### src/rtl/fifo_read_packer.sv
// fifo_read_packer: read-side consumer for the async FIFO. Pops DSIZE-bit
// entries and packs PACK of them into one wide word, first-popped entry in
// lane 0, presented on a valid/ready stream. A flush emits a partial word.
//
// Ports:
//   rclk, rrst        read-domain clock, synchronous active-high reset
//   rdata, rempty     FIFO head entry and empty flag
//   rinc              pop strobe (combinational)
//   flush             request to emit the current partial word
//   out_data/keep/last/valid, out_ready   packed output stream
//   busy              partial data, a held word or a pending flush exists
module fifo_read_packer #(
   parameter int unsigned DSIZE = 8,
   parameter int unsigned PACK  = 4
) (
   input  logic                   rclk,
   input  logic                   rrst,
   input  logic [DSIZE-1:0]       rdata,
   input  logic                   rempty,
   output logic                   rinc,
   input  logic                   flush,
   output logic [DSIZE*PACK-1:0]  out_data,
   output logic [PACK-1:0]        out_keep,
   output logic                   out_last,
   output logic                   out_valid,
   input  logic                   out_ready,
   output logic                   busy
);

   localparam int unsigned CW = $clog2(PACK);
   localparam int unsigned AW = (PACK - 1 > 1) ? $clog2(PACK - 1) : 1;
   localparam logic [CW-1:0] LAST_LANE = CW'(PACK - 1);

   logic [PACK-2:0][DSIZE-1:0] acc;
   logic [CW-1:0]              cnt;
   logic                       flush_pend;

   logic                       slot_free;
   logic                       flush_act;
   logic [PACK-1:0][DSIZE-1:0] part_data;
   logic [PACK-1:0]            part_keep;

   // Handshake/flush qualifiers and the pop strobe
   always_comb begin
      slot_free = !out_valid || out_ready;
      flush_act = flush || flush_pend;
      rinc      = !rrst && !rempty && !flush_act && ((cnt < LAST_LANE) || slot_free);
      busy      = (cnt != '0) || out_valid || flush_pend;
   end

   // Partial word: lanes below cnt from acc, the rest forced to zero
   always_comb begin
      part_data = '0;
      part_keep = '0;
      for (int unsigned i = 0; i < PACK - 1; i++) begin
         if (CW'(i) < cnt) begin
            part_data[CW'(i)] = acc[AW'(i)];
            part_keep[CW'(i)] = 1'b1;
         end
      end
   end

   // Accumulator, lane counter, output register and flush tracking
   always_ff @(posedge rclk) begin
      if (rrst) begin
         acc        <= '0;
         cnt        <= '0;
         flush_pend <= 1'b0;
         out_data   <= '0;
         out_keep   <= '0;
         out_last   <= 1'b0;
         out_valid  <= 1'b0;
      end else begin
         // Accepted word retires unless a new one loads below at this edge
         if (out_valid && out_ready) begin
            out_valid <= 1'b0;
         end

         if (rinc) begin
            if (cnt < LAST_LANE) begin
               acc[AW'(cnt)] <= rdata;
               cnt           <= cnt + CW'(1);
            end else begin
               // Final lane goes straight from rdata into the output word
               out_data  <= {rdata, acc};
               out_keep  <= '1;
               out_last  <= 1'b0;
               out_valid <= 1'b1;
               cnt       <= '0;
            end
         end else if (flush_act) begin
            if (slot_free) begin
               if (cnt != '0) begin
                  out_data  <= part_data;
                  out_keep  <= part_keep;
                  out_last  <= 1'b1;
                  out_valid <= 1'b1;
                  cnt       <= '0;
               end
               flush_pend <= 1'b0;
            end else begin
               // Remember the request until the held word drains
               flush_pend <= 1'b1;
            end
         end
      end
   end

endmodule

### config.mk
export PLATFORM = sky130hd
export DESIGN_NAME = fifo_read_packer
export DESIGN_NICKNAME = d
export VERILOG_FILES = /design/src/rtl/fifo_read_packer.sv
export SDC_FILE = /design/constraint.sdc
export NUM_CORES = 1
export LEC_CHECK = 0
export CAP_MARGIN = 20
export CORE_AREA = 2 2 81 83
export CTS_CLUSTER_SIZE = 28
export DETAILED_ROUTE_END_ITERATION = 8
export DIE_AREA = 0 0 83 85
export PLACE_DENSITY_LB_ADDON = 0.05
export SLEW_MARGIN = 40
export SYNTH_ARGS = -nofsm -noshare
export SYNTH_HDL_FRONTEND = slang
export SYNTH_SLANG_ARGS = --single-unit
### constraint.sdc
create_clock -name rclk -period 2.7 [get_ports rclk]
set_clock_uncertainty 0.1 [all_clocks]
set_input_delay 0.54 -clock rclk [delete_from_list [all_inputs] [get_ports rclk]]
set_output_delay 0.54 -clock rclk [all_outputs]
set_load 0.03 [all_outputs]
### Floorplan with the power grid

Bar = 20 um. Pins as bars on the die edge.
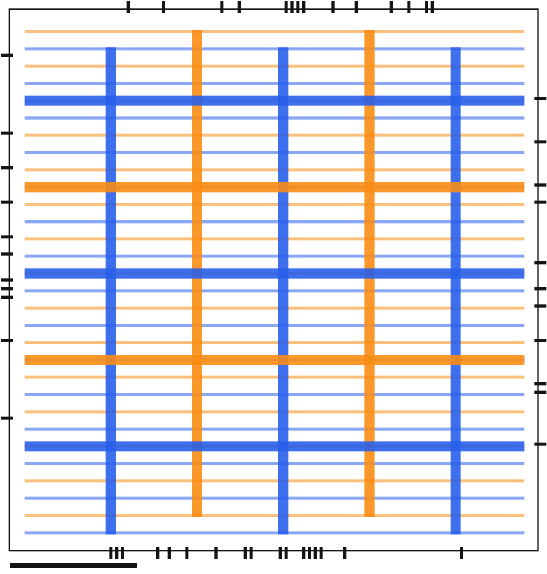
legend:
  blue:
    net: VSS
  orange:
    net: VDD
rows: 29
signal pins: 53
met4 straps: 5
met1 rails: 30
Peak VDD IR: 0.282 mV
Die H: 85 um
Die W: 83 um
core area: 6200 sq um

### Cells colored by class

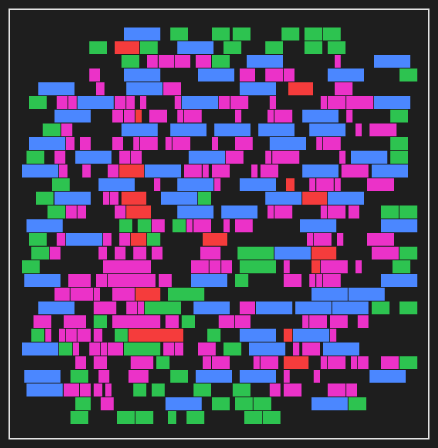
legend:
  blue:
    class: sequential cells
    cells: 65
  magenta:
    class: combinational and other logic
    cells: 171
  green:
    class: remaining buffers and delay cells
    cells: 71
  red:
    class: clock drivers and dummy loads
    cells: 16
cell row count: 29
Core Util, Final: 0.578
Final Instance Area: 3590 sq um
Seq/total area: 0.363

### Clock network drawn from the DEF

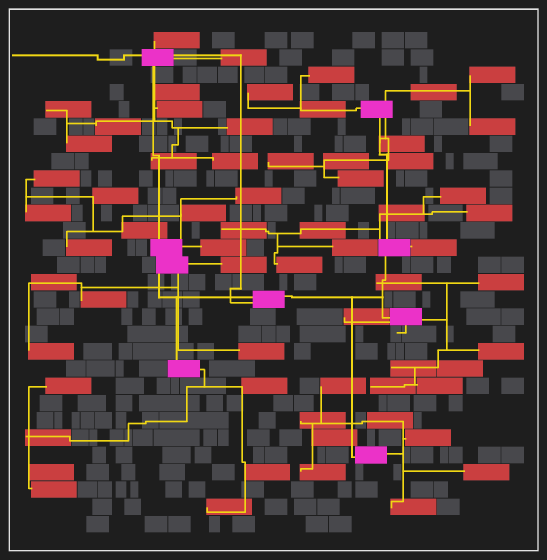
legend:
  red:
    item: flip-flops
    count: 65
  yellow:
    item: clock wires
    length: 842 um
  magenta:
    item: clock drivers
    count: 9
flops lie: spread over the die
Clock net power: 0.820 mW
Clock Power Share: 0.393

### Wiring by layer

Bar = 20 um.
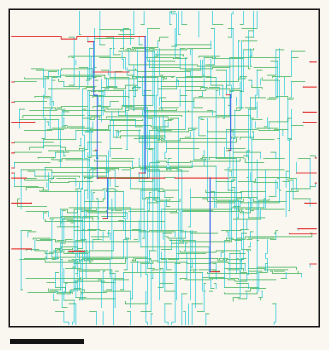
legend:
  cyan:
    layer: metal 2
    wire_length: 2570 um
  blue:
    layer: metal 4
    wire_length: 125 um
  red:
    layer: metal 3
    wire_length: 151 um
  green:
    layer: metal 1
    wire_length: 2940 um
overall routing resource usage: 0.172
DR vias: 1978

-- sequential cells by signal, summed over array words and instances, names as in the netlist --
register and flops:
out_keep 4, acc 24, out_data 32, out_last 1, out_valid 1, flush_pend 1
cnt 2
-- tightest hold or removal path, delay by kind of cell (launching register included) --
| family | cells | cell delay [ps] |
|---|---|---|
| AND-OR/OR-AND | 1 | 50 |
| AND/OR/NAND/NOR | 1 | 70 |
| flip-flops | 1 | 310 |
-- repair_timing --
action                                  4_1_cts  5_1_grt
endpoints found under the setup margin        1        0
gates resized                                 1        0
endpoints found under the hold margin         0        0
-- path summary, 6_finish.rpt --
path                        start                         to  slack, ps
max                        rempty                       rinc        110
min          acc[15]$_SDFFE_PP0P_  out_data[15]$_SDFFE_PP0P_        360
max reg2reg   cnt[1]$_SDFFE_PP0P_  out_data[26]$_SDFFE_PP0P_        540
min reg2reg  acc[15]$_SDFFE_PP0P_  out_data[15]$_SDFFE_PP0P_        360
-- per-stage QoR --
step,utilization,hold WS (ps)
global placement,0.547,348
floorplan,-,338
CTS,0.578,364
finish,0.578,360
global route,0.578,382
detailed placement,0.547,352
-- logic make-up (layout without fill, tap and decap cells) --
family / after synthesis / count (layout) / share of synthesized area
AND-OR/OR-AND: 35 / 35 / 0.135
multiplexers: 35 / 35 / 0.130
AND/OR/NAND/NOR: 92 / 92 / 0.179
buffers and inverters: 23 / 91 / 0.0518
flip-flops: 65 / 65 / 0.481
adder cells (fa/ha/maj): 5 / 5 / 0.0231
-- final cells by class --
cell class                      count  area, sq um
Sequential cell                    65         1300
Fill cell                         546         2620
Clock inverter                      5         53.8
Clock buffer                       11          141
Tap cell                           77         96.3
Inverter                            4         15.0
Timing Repair Buffer               71          717
Multi-Input combinational cell    167         1260
==> impl_metrics.py <==
# Physical implementation metrics
metrics = {
    "power_and_ir_drop": {
        "comb_cell_power_mw": 0.267,
        "power.total_mw": 2.09,
        "power_frac_comb": 0.128,
        "switching_power_mw": 0.526,
        "p_int_mw": 1.56,
        "power_leakage_nw": 1.49,
    },
    "logic_synthesis": {
        "synthArstFlopShare": 0,
        "top_cells_by_count": "dfxtp_1, mux2i_1, nor2_1, nand2b_1, nand2_1",
        "syn_inst": 255,
        "syn_nets": 273,
        "synth.most_common_cell": "dfxtp_1",
        "yosys_warnings": 0,
        "edf_count": 0,
        "synth_top_flop_cell": "dfxtp_1",
        "synth.top_cell.area_share": 0.481,
        "top_area_cell": "dfxtp_1",
        "ys_types": 38,
    },
    "place": {
        "place.gp.congestion": 0.721,
        "place_worst_setup_slack_ps": 120,
    },
    "setup_path": {
        "path_cells": "clkdlybuf4s50_1, or4_4, a21o_1, inv_1, buf_4",
        "worst_setup_path_start_kind": "input pin",
        "worst_setup_path_end_kind": "output port",
        "worstPathMaxFanout": 4,
        "crit_arrival_ps": 1950,
        "cp.depth": 5,
        "crit_slowest_cell": "or4_4",
        "path_delay_family": "buffers and inverters",
        "r2r_cells": 7,
    },
    "grt": {
        "global_route.usage.met3": 0.0302,
        "grt.overflow.total": 0,
        "antenna_found_initial": 0,
        "busiest_layer": "met2",
        "globalRouteMet1Util": 0.238,
        "globalRouteMet2Util": 0.257,
        "grt_max_degree": 55,
    },
    "floorplan": {
        "ios": 53,
        "die_area_sq_um": 7060,
        "fp-utilization": 0.436,
    },
    "drt": {
        "drcViolationCount": 0,
        "routed_wl_mm": 5.79,
        "wl_met1_mm": 2.94,
        "drtAntennaViolNets": 0,
        "wl_met2_mm": 2.57,
        "wl_per_cell_um": 14.5,
        "drt_iter0_markers": 61,
        "top_layer": "met4",
    },
    "clock_network": {
        "root_buffer": "clkbuf_8",
        "hold_buffers": 0,
        "clock.latency.late_pin_ps": 340,
        "cts.clk_slew.worst_paths_ps": 70,
    },
    "finish": {
        "drive_gt1_frac": 0.164,
        "finalNonFillerCells": 400,
        "diodes": 0,
        "final_common_cell": "dfxtp_1",
    },
    "timing": {
        "tightest_slew_ps": 634,
        "setup_viol": 0,
        "grt_setup_unrepaired": "no",
        "drv_slew": 0,
        "final_hold_viol_count": 0,
        "maxSlewHeadroom": 0.575,
        "min_period_ps": 2590,
    },
    "flow_run": {
        "cap_violations": 0,
        "log.warning_count": 30,
    },
    "min_path": {
        "hold_depth": 2,
    },
    "status": {
        "outcome": "completed",
    },
}
Power is estimated from default activity; no workload was simulated.
